===== src/rtl/regfile_pkg.sv =====
// Shared definitions for the regfile access controller: FSM state encoding,
// MIPS instruction field positions and well-known register/opcode values.
package regfile_pkg;

  typedef enum logic [1:0] {
    ST_IDLE = 2'd0,
    ST_READ = 2'd1,
    ST_HOLD = 2'd2
  } state_e;

  localparam int OPC_MSB = 31;
  localparam int OPC_LSB = 26;
  localparam int RS_MSB  = 25;
  localparam int RS_LSB  = 21;
  localparam int RT_MSB  = 20;
  localparam int RT_LSB  = 16;
  localparam int RD_MSB  = 15;
  localparam int RD_LSB  = 11;

  localparam logic [5:0] OPC_RTYPE = 6'd0;
  localparam logic [4:0] REG_ZERO  = 5'd0;

  // READ spends this many cycles presenting the read addresses before the
  // capture cycle (the address registers update one edge after entry).
  localparam logic [1:0] RD_SETUP_CNT = 2'd1;

  function automatic logic is_rtype(input logic [5:0] opc);
    return (opc == OPC_RTYPE);
  endfunction

endpackage


===== src/rtl/regfile_access_ctrl_operand_sel.sv =====
// rf_operand_sel: resolves one operand value from the regfile read data.
// Forces $zero reads to 0 and flags a same-register writeback collision.
// With REGFILE_BYPASS_EN defined, a colliding writeback value is forwarded.
module rf_operand_sel
  import regfile_pkg::*;
#(
  parameter int DWIDTH = 32,
  parameter int AWIDTH = 5
) (
  input  logic [AWIDTH-1:0] addr,
  input  logic [DWIDTH-1:0] rf_dout,
  input  logic              wb_valid,
  input  logic [AWIDTH-1:0] wb_addr,
  input  logic [DWIDTH-1:0] wb_data,
  output logic [DWIDTH-1:0] operand,
  output logic              collide
);

  // A write to $zero never reaches the regfile, so it can never collide.
  assign collide = wb_valid && (wb_addr != AWIDTH'(REG_ZERO)) && (wb_addr == addr);

`ifdef REGFILE_BYPASS_EN
`else
  logic unused_wb_data;
  assign unused_wb_data = ^wb_data;
`endif

  // Operand selection: regfile data, optional forwarding, $zero forcing last.
  always_comb begin
    operand = rf_dout;
`ifdef REGFILE_BYPASS_EN
    if (collide) operand = wb_data;
`endif
    if (addr == AWIDTH'(REG_ZERO)) operand = '0;
  end

endmodule


===== src/rtl/regfile_access_ctrl.sv =====
// regfile_access_ctrl: requester side of the regfile. Decodes rs/rt/dst from
// an instruction, reads both operands and holds them under valid/ready, and
// passes writebacks straight through to the regfile write port.
// Optional macro REGFILE_BYPASS_EN: forward colliding writeback data instead
// of stalling one cycle in READ.
//
// state | meaning
// IDLE  | ready for an instruction
// READ  | read addresses set up, then operands captured (one stall on collision without bypass)
// HOLD  | operands valid, waiting for op_ready
module regfile_access_ctrl
  import regfile_pkg::*;
#(
  parameter int DWIDTH = 32,
  parameter int AWIDTH = 5
) (
  input  logic              clk,
  input  logic              rst,
  input  logic              instr_valid,
  output logic              instr_ready,
  input  logic [31:0]       instr,
  output logic              op_valid,
  input  logic              op_ready,
  output logic [DWIDTH-1:0] op_a,
  output logic [DWIDTH-1:0] op_b,
  output logic [AWIDTH-1:0] op_dst,
  input  logic              wb_valid,
  output logic              wb_ready,
  input  logic [AWIDTH-1:0] wb_addr,
  input  logic [DWIDTH-1:0] wb_data,
  output logic [AWIDTH-1:0] rf_rdaddr1,
  output logic [AWIDTH-1:0] rf_rdaddr2,
  output logic [AWIDTH-1:0] rf_wraddr,
  output logic              rf_wr,
  output logic [DWIDTH-1:0] rf_din,
  input  logic [DWIDTH-1:0] rf_dout1,
  input  logic [DWIDTH-1:0] rf_dout2
);

  localparam logic [1:0] S_IDLE = ST_IDLE;
  localparam logic [1:0] S_READ = ST_READ;
  localparam logic [1:0] S_HOLD = ST_HOLD;

  logic [1:0]        state;
  logic [1:0]        rd_cnt;
  logic              stall_done;
  logic [AWIDTH-1:0] rs_q;
  logic [AWIDTH-1:0] rt_q;
  logic [AWIDTH-1:0] dst_q;
  logic [DWIDTH-1:0] op_a_q;
  logic [DWIDTH-1:0] op_b_q;
  logic [AWIDTH-1:0] rdaddr1_q;
  logic [AWIDTH-1:0] rdaddr2_q;

  logic [DWIDTH-1:0] sel_a;
  logic [DWIDTH-1:0] sel_b;
  logic              col_a;
  logic              col_b;
  logic              need_stall;

  logic [5:0]        f_opc;
  logic [AWIDTH-1:0] f_rs;
  logic [AWIDTH-1:0] f_rt;
  logic [AWIDTH-1:0] f_rd;
  logic              unused_instr_low;

  assign f_opc = instr[OPC_MSB:OPC_LSB];
  assign f_rs  = AWIDTH'(instr[RS_MSB:RS_LSB]);
  assign f_rt  = AWIDTH'(instr[RT_MSB:RT_LSB]);
  assign f_rd  = AWIDTH'(instr[RD_MSB:RD_LSB]);
  assign unused_instr_low = ^instr[RD_LSB-1:0];

  // Writeback is a pure pass-through; $zero writes are swallowed here.
  assign wb_ready  = 1'b1;
  assign rf_wraddr = wb_addr;
  assign rf_din    = wb_data;
  assign rf_wr     = wb_valid && (wb_addr != AWIDTH'(REG_ZERO));

  assign instr_ready = (state == S_IDLE);
  assign op_valid    = (state == S_HOLD);
  assign op_a        = op_a_q;
  assign op_b        = op_b_q;
  assign op_dst      = dst_q;
  assign rf_rdaddr1  = rdaddr1_q;
  assign rf_rdaddr2  = rdaddr2_q;

  rf_operand_sel #(.DWIDTH(DWIDTH), .AWIDTH(AWIDTH)) u_sel_rs (
    .addr     (rs_q),
    .rf_dout  (rf_dout1),
    .wb_valid (wb_valid),
    .wb_addr  (wb_addr),
    .wb_data  (wb_data),
    .operand  (sel_a),
    .collide  (col_a)
  );

  rf_operand_sel #(.DWIDTH(DWIDTH), .AWIDTH(AWIDTH)) u_sel_rt (
    .addr     (rt_q),
    .rf_dout  (rf_dout2),
    .wb_valid (wb_valid),
    .wb_addr  (wb_addr),
    .wb_data  (wb_data),
    .operand  (sel_b),
    .collide  (col_b)
  );

`ifdef REGFILE_BYPASS_EN
  logic unused_col;
  assign unused_col = col_a ^ col_b ^ stall_done;
  assign need_stall = 1'b0;
`else
  // Let the colliding write commit, then re-read the regfile once.
  assign need_stall = (col_a || col_b) && !stall_done;
`endif

  // Controller FSM with read-address registers and operand capture.
  always_ff @(posedge clk or posedge rst) begin
    if (rst) begin
      state      <= S_IDLE;
      rd_cnt     <= '0;
      stall_done <= 1'b0;
      rs_q       <= '0;
      rt_q       <= '0;
      dst_q      <= '0;
      op_a_q     <= '0;
      op_b_q     <= '0;
      rdaddr1_q  <= '0;
      rdaddr2_q  <= '0;
    end else begin
      case (state)
        S_IDLE: begin
          if (instr_valid) begin
            rs_q       <= f_rs;
            rt_q       <= f_rt;
            dst_q      <= is_rtype(f_opc) ? f_rd : f_rt;
            rd_cnt     <= RD_SETUP_CNT;
            stall_done <= 1'b0;
            state      <= S_READ;
          end
        end
        S_READ: begin
          if (rd_cnt != 2'd0) begin
            rd_cnt    <= rd_cnt - 2'd1;
            rdaddr1_q <= rs_q;
            rdaddr2_q <= rt_q;
          end else if (need_stall) begin
            stall_done <= 1'b1;
          end else begin
            op_a_q <= sel_a;
            op_b_q <= sel_b;
            state  <= S_HOLD;
          end
        end
        S_HOLD: begin
          if (op_ready) state <= S_IDLE;
        end
        default: state <= S_IDLE;
      endcase
    end
  end

endmodule


===== config.mk =====
export PLATFORM = sky130hd
export DESIGN_NAME = regfile_access_ctrl
export DESIGN_NICKNAME = d
export VERILOG_FILES = /design/src/rtl/regfile_pkg.sv /design/src/rtl/regfile_access_ctrl_operand_sel.sv /design/src/rtl/regfile_access_ctrl.sv
export SDC_FILE = /design/constraint.sdc
export NUM_CORES = 1
export LEC_CHECK = 0
export ABC_AREA = 1
export CORE_MARGIN = 5
export CORE_UTILIZATION = 31
export CTS_CLUSTER_SIZE = 25
export DETAILED_ROUTE_END_ITERATION = 6
export GPL_TIMING_DRIVEN = 1
export MAX_ROUTING_LAYER = met4
export PLACE_DENSITY = 0.63
export SYNTH_ARGS = -nofsm -noshare
export SYNTH_HDL_FRONTEND = slang
export SYNTH_HIERARCHICAL = 1
export SYNTH_SLANG_ARGS = --single-unit

===== constraint.sdc =====
create_clock -name clk -period 3.7 [get_ports clk]
set_clock_uncertainty 0.15 [all_clocks]
set_input_delay 0.74 -clock clk [delete_from_list [all_inputs] [get_ports clk]]
set_output_delay 0.74 -clock clk [all_outputs]
set_load 0.01 [all_outputs]

placement.png
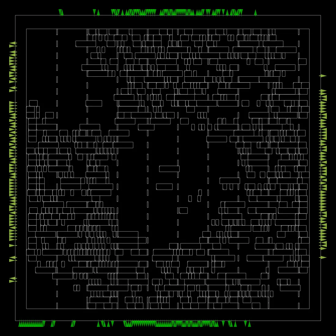
Core ar.: 16500 sq um
Tapcell Cnt: 220
FILL cells: 1654
fin util: 43.3%
Seq area share: 32.9%

layer_met2.png
Cells faint in the background.
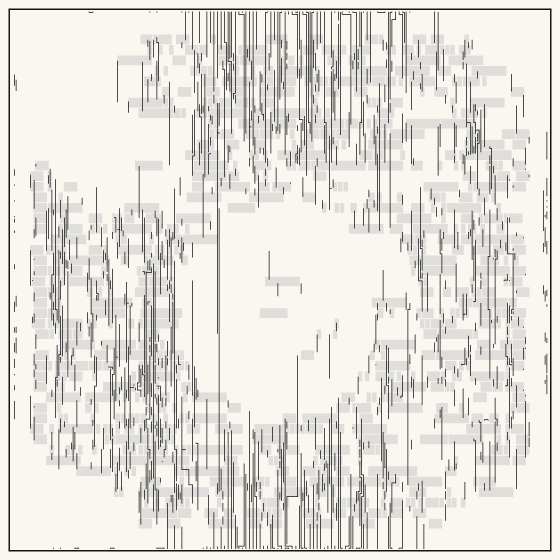
main direction: vertical
nets with wire on the layer: 655
share of all routed wire: 48%
longest straight run: 73.1 microns
wire length on this layer: 6040 microns
vias: 4152
Routed WL: 12.5 mm
met2 GRT Util: 21.8%

placement_by_type.png
Fill, decap, tap and diode cells in gray.
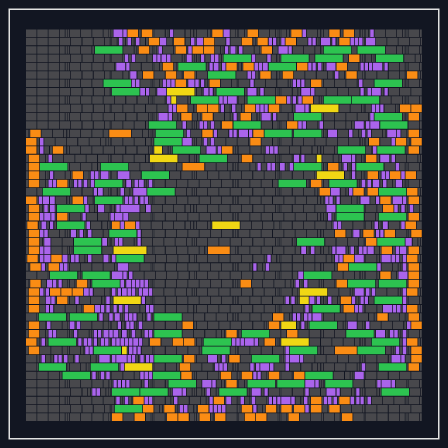
[orange] remaining buffers and delay cells | cells: 186
[yellow] clock drivers and dummy loads | cells: 16
[purple] combinational and other logic | cells: 512
[green] sequential cells | cells: 94

==> results.toml <==
# yosys + openroad results
[clock_tree]
cts-buffers-inserted = 9
cts_tree = "yes"
htree_levels = 3
clockBufferDepth = 2

[synth]
synth_cells = 669
edf_count = 0
syn-num-nets = 808
syn_avg_cell_area_sq_um = 7.77
flop_cell = "dfrtp_1"
async_reset_ff_share_pct = 100
ys_top_cells_by_count = "nand2_1, inv_1, dfrtp_1"

[layout]
fin_nets = 942
buffers = 186
nClkBuffers = 10
layout-drive-gt1-share_pct = 10.9
sh_comb_area_pct = 23.7
seq_area_sq_um = 2350

[worst_setup_path]
path_delay_family = "buffers and inverters"
crit_cells = 6
critPathMaxStageDelay_ns = 0.58
rrSetupSlack_ns = 1.48

[grt]
grt_max_degree = 55

[status]
status = "complete, no violations"

[sta]
max_clock_freq_mhz = 319

[placement]
place_ws_ns = 0.502
dp_hpwl_mm = 9.19

[die]
core_util_floorplan_pct = 31.5

[power_and_ir_drop]
p_sw_share_pct = 37.9

[drt]
postRouteAntennaNets = 0
io_fan.png
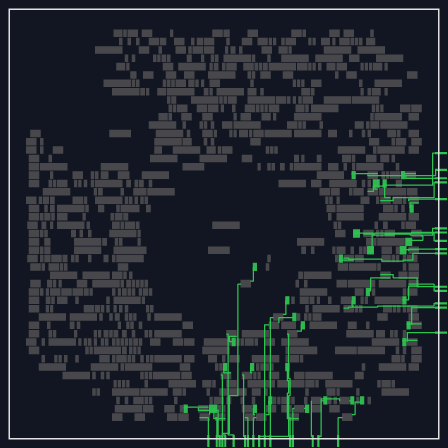
[green] rf_dout1 | bits: 32 | direction: input | end cells: 32 | buffers: 32 | wire: 842 microns
I/O Pins: 258
port bufs: 181

layer_met3.png
Bar = 50 microns.
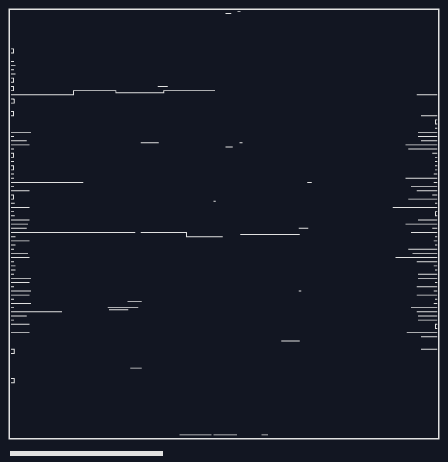
main direction: horizontal
wire length on this layer: 666 microns
nets with wire on the layer: 114
met3 usage: 3.22%

